--- config.mk ---
export PLATFORM = sky130hd
export DESIGN_NAME = fetch_unit
export DESIGN_NICKNAME = d
export VERILOG_FILES = /design/src/rtl/fetch_unit.sv
export SDC_FILE = /design/constraint.sdc
export NUM_CORES = 1
export LEC_CHECK = 0
export ABC_AREA = 1
export CAP_MARGIN = 15
export CORE_MARGIN = 5
export CORE_UTILIZATION = 44
export CTS_CLUSTER_DIAMETER = 100
export DETAILED_ROUTE_END_ITERATION = 12
export PLACE_DENSITY = 0.78
export SYNTH_ARGS = -nofsm -noshare
export SYNTH_HDL_FRONTEND = slang
export SYNTH_SLANG_ARGS = --single-unit
--- constraint.sdc ---
create_clock -name clk -period 2.29 [get_ports clk]
set_input_delay 0.3435 -clock clk [delete_from_list [all_inputs] [get_ports clk]]
set_output_delay 0.3435 -clock clk [all_outputs]
set_load 0.03 [all_outputs]
--- src/rtl/fetch_unit.sv ---
// Purpose: instruction fetch stage; owns the PC, addresses imem, fills a one-entry IF/ID slot.
// Latency: 1 cycle from address presented to id_instr/id_valid; one bubble after a taken branch.
// Backpressure: id_ready low with a full slot freezes id_* and the PC (HOLD) until decode drains it.
module fetch_unit #(
  parameter logic [31:0] PC_RESET   = 32'h0000_0000,
  parameter logic [31:0] ADDR_LIMIT = 32'd255
) (
  input  logic        clk,
  input  logic        reset,
  output logic [31:0] imem_addr,
  input  logic [31:0] imem_data,
  output logic [31:0] id_instr,
  output logic [31:0] id_pc,
  output logic        id_valid,
  input  logic        id_ready,
  input  logic        br_taken,
  input  logic [31:0] br_pc,
  input  logic [15:0] br_offset,
  output logic        halted,
  output logic [15:0] fetch_count
);

  localparam logic [1:0] ST_RUN  = 2'd0;
  localparam logic [1:0] ST_HOLD = 2'd1;
  localparam logic [1:0] ST_HALT = 2'd2;

  logic [1:0]  state;
  logic [31:0] pc;
  logic [31:0] br_target;
  logic [31:0] br_sum;
  logic        accept;
  logic        in_range;

  // Branch target: word offset relative to the instruction after the branch, word aligned.
  always_comb begin
    br_sum    = br_pc + 32'd4 + {{14{br_offset[15]}}, br_offset, 2'b00};
    br_target = {br_sum[31:2], 2'b00};
  end

  assign accept    = !id_valid || id_ready;
  assign in_range  = (pc <= ADDR_LIMIT);
  assign imem_addr = pc;
  assign halted    = (state == ST_HALT);

  // PC, IF/ID slot, capture counter and fetch state; reset beats branch beats everything else.
  always_ff @(posedge clk) begin
    if (reset) begin
      pc          <= PC_RESET;
      id_instr    <= 32'd0;
      id_pc       <= 32'd0;
      id_valid    <= 1'b0;
      fetch_count <= 16'd0;
      state       <= ST_RUN;
    end else if (br_taken) begin
      // Slot holds a wrong-path instruction; drop it regardless of id_ready.
      pc       <= br_target;
      id_valid <= 1'b0;
      state    <= ST_RUN;
    end else begin
      case (state)
        ST_RUN: begin
          if (!in_range) begin
            state <= ST_HALT;
            if (id_ready) id_valid <= 1'b0;
          end else if (accept) begin
            id_instr <= imem_data;
            id_pc    <= pc;
            id_valid <= 1'b1;
            pc       <= pc + 32'd4;
            if (fetch_count != 16'hFFFF) fetch_count <= fetch_count + 16'd1;
          end else begin
            state <= ST_HOLD;
          end
        end
        ST_HOLD: begin
          // Exit cycle only drains the slot; the next fetch happens a cycle later.
          if (id_ready) begin
            id_valid <= 1'b0;
            state    <= ST_RUN;
          end
        end
        ST_HALT: begin
          if (id_ready) id_valid <= 1'b0;
        end
        default: state <= ST_RUN;
      endcase
    end
  end

endmodule
==> metrics.cfg <==
[outcome]
status = finished, final reports clean

[yosys]
ys_sh_aoi_pct = 9.54
syn-cell-area_um2 = 6960
xor_area_share_pct = 2.89
top_area_cell = dfxtp_1
yosys-top-cells-count = nand2_1 (293), nor2_1 (175), inv_1 (129), dfxtp_1 (111), a21oi_1 (64)
synth_area_per_cell_um2 = 6.53
ys_cells = 1066
synthCells = 1066
ys.flop_type = dfxtp_1
yosys.area.top_type_share_pct = 31.9
ys_seq_share_pct = 31.9
synthMostInstantiatedCell = nand2_1
yosys-top-cells-area = dfxtp_1 (32%), nand2_1 (16%), ha_1 (11%), nor2_1 (9.4%), inv_1 (7.0%)
ys_types = 37
edf_count = 0
adder_share_pct = 11.4
logic_family = simple AND/OR/NAND/NOR gates
yosys_area_um2 = 6960
ys_sh_mux_pct = 0.144
yosysWarningCount = 0
synthSimpleGateAreaFrac_pct = 34.0
async_flop_share_pct = 0
ys_ff = 111

[power]
power_frac_comb_pct = 32.6
maxPowerGroup = registers
p_clk_w = 0.00164
switching_share_pct = 32.6
powerComb_w = 0.00180
p_clk_share_pct = 29.8
powerDensity_nw_per_um2 = 539
total_power_w = 0.00551
irDropWorstVdd_mv = 0.522
power.switching_w = 0.00180
leakage_nw = 4.70
p_seq_w = 0.00207
p_int_w = 0.00371
seqPwrFrac_pct = 37.5

[finish]
drive_gt1_share_pct = 12.9
syn2layout_area_growth_pct = 46.8
final_nets = 1447
antenna_cells = 0
final_cells = 1521
fin_area_um2 = 10200
lay_top_count = nand2_1
final_cell_mix = nand2_1 (275), clkdlybuf4s50_1 (190), nor2_1 (160)

[global_routing]
grt_overflow = 0
grt_usage_pct = 21.7
antenna_found_initial = 0
grt_max_degree = 49
grt_pass1_wl_mm = 32.7
use_met1_pct = 27.6
grt_pass1_vias = 6948
grt_util_met2_pct = 35.8
top_usage_layer = met2
grt_use_met3_pct = 7.47

[placed_design]
dpl-instance-area_um2 = 9420
routabilityCongestion = 0.909
dpl.cell_count = 1502
dp_hpwl_mm = 16.0
portBuffers = 191
pre_cts_slack_ps = -446

[clock_network]
cts_tree = done
hold_buffers = 0
cts_made_buffers = 9
cts_setup_buffers = 0
ctsHtreeMaxLevel = 3
insertion_delay_ps = 350
clock-sinks = 111
path_clk_slew_ps = 80
clockBufferDepth = 2
post_cts_resized = 6
cts-root-buf = clkbuf_16

[run]
warnings = 32
drv_cap = 0

[final_timing]
period_used_pct = 96.5
finalSetupViolCount = 0
relSlewSlack_pct = 59.9
holdWs_ps = 401
finalSetupTns_ps = 0
rsz0062_at_grt = true
slew_violations = 0
max_freq_ghz = 0.452
fin_skew_ps = 7.94
setup_ws_ps = 79.1
worst_pin_slew_ps = 600
hold_viol_final = 0
min_period_ps = 2210

[critical_path]
critPathKind = primary input to register
r2r-start = imem_addr[15]
cp-start-kind = primary input
required_ps = 2540
slowest_stage = clkdlybuf4s50_1
worstPathCellList = clkdlybuf4s50_1, ha_1, ha_2, fa_2, nand3_2, nand3_4, nand2_1, nand2_2, o21ai_0, a21oi_1, o21ai_0, inv_1
r2r-end = imem_addr[2]
reg2reg_depth = 10
r2r_setup_slack_ps = 370
critical_path.max_fanout = 4
critical_path.max_stage_delay_ps = 400
crit_arrival_ps = 2460
crit_top_cell = o21ai_0
crit_buf_inv = 2
path_delay_family = adder cells
cp-end-kind = register

[die]
dieArea_um2 = 18400
core-area_um2 = 15700
die_h_um = 136
die_w_um = 136
fp_util_pct = 44.3
pin_count = 198

[detailed_routing]
wl_per_cell_um = 13.9
via_per_inst = 4.95
wl_met2_mm = 9.85
antenna_left = 0
drc = 0
wl_met1_mm = 8.89
drt-total-wl_mm = 21.1
num_vias = 7522
dr.pass1.iters = 5
first_iter_violations = 542
wl_met3_mm = 1.99
dr.max_layer_used = met4

[worst_hold_path]
hp-start = reset
min_to = id_pc[8]
whs_path_depth = 2
hold_class = primary input to register

==> how the worst max path moves through the flow <==
stage / startpoint / end / slack [ps] / cells past startpoint
final: br_offset[1] / imem_addr[11] / 80 / 12
after global routing: br_offset[15] / imem_addr[30] / -80 / 13
after CTS: br_offset[15] / imem_addr[30] / -6 / 13
after detailed placement: br_pc[3] / imem_addr[15] / -450 / 12
after global placement: br_pc[3] / imem_addr[15] / -400 / 12
after floorplan: br_pc[3] / imem_addr[17] / 110 / 15
==> final cells by class <==
type	count	area, um2
clock buffers	10	239
clock inverters	6	75.1
fillers	1419	5500
inverters	132	495
multi-input cells	790	4500
flip-flops and latches	111	2220
well taps	216	270
repair buffers	256	2410
==> flip-flops by register name, summed over array words and instances, names as in the netlist <==
signal	cells
id_valid	1
imem_addr	30
fetch_count	16
id_pc	30
id_instr	32
state	2
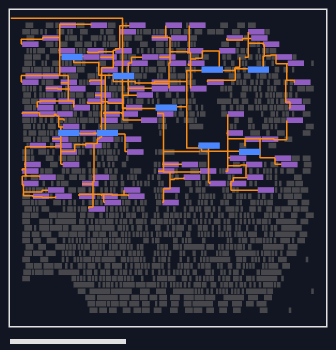
(clock wires, drivers and flops)
The bar under the picture is 50 um long.
Key: flip-flops = purple [count 111]; clock-net drivers = blue [count 9]; clock wires = orange [length 1310 um]
There are 10 routed clock nets.

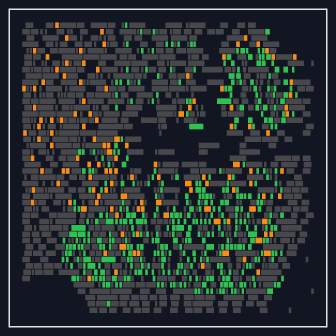
(gate families picked out)
Key: nand cells = green [cells 384, most used nand2_1]; aoi and oai cells = orange [cells 123, most used a21oi_1]

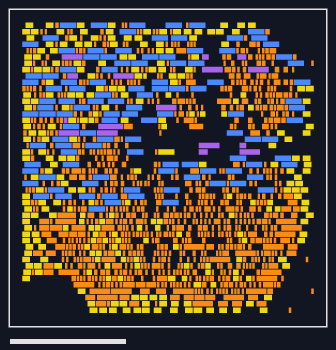
(cells coloured by class)
The bar under the picture is 50 um long.
Key: registers = blue [cells 111]; clock drivers and dummy loads = purple [cells 16]; remaining logic cells = orange [cells 922]; remaining buffers and delay cells = yellow [cells 256]

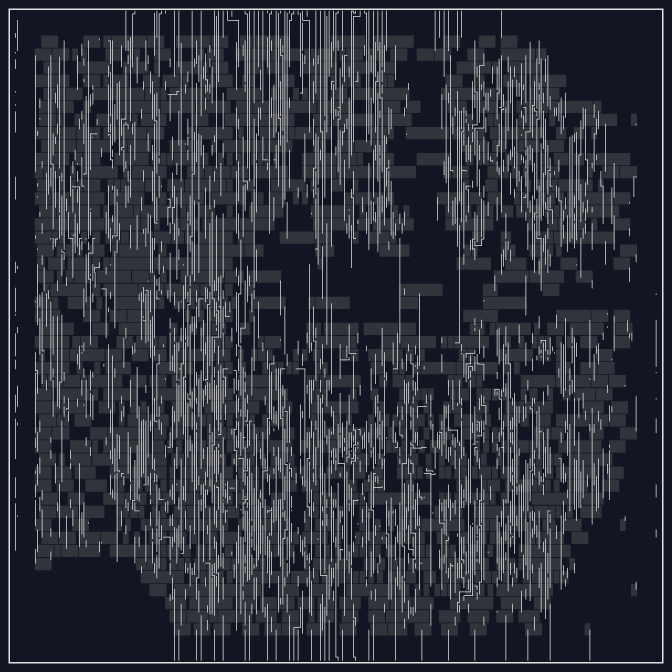
(signal wires on met2)
Cells faint in the background.
The longest straight run is 45.7 um. The layer carries 9850 um of wire. The layer holds 47% of the routed length. The wires run mostly vertical.

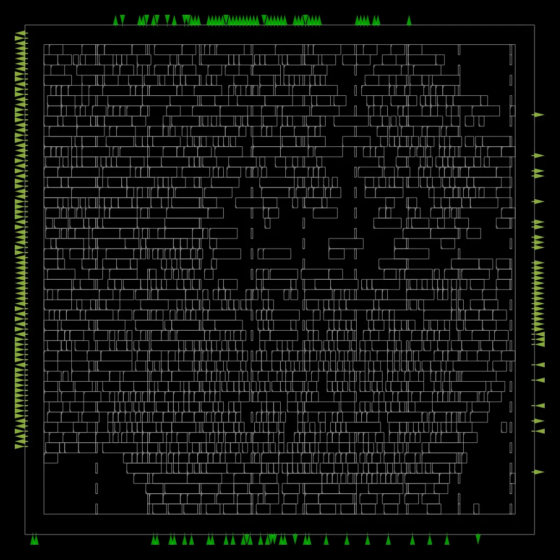
(cell outlines without signal wires)
Well Taps: 216
filler instances: 1419
FP Rows: 46
sequential share of cell area: 21.7%
final core utilization: 65.0%

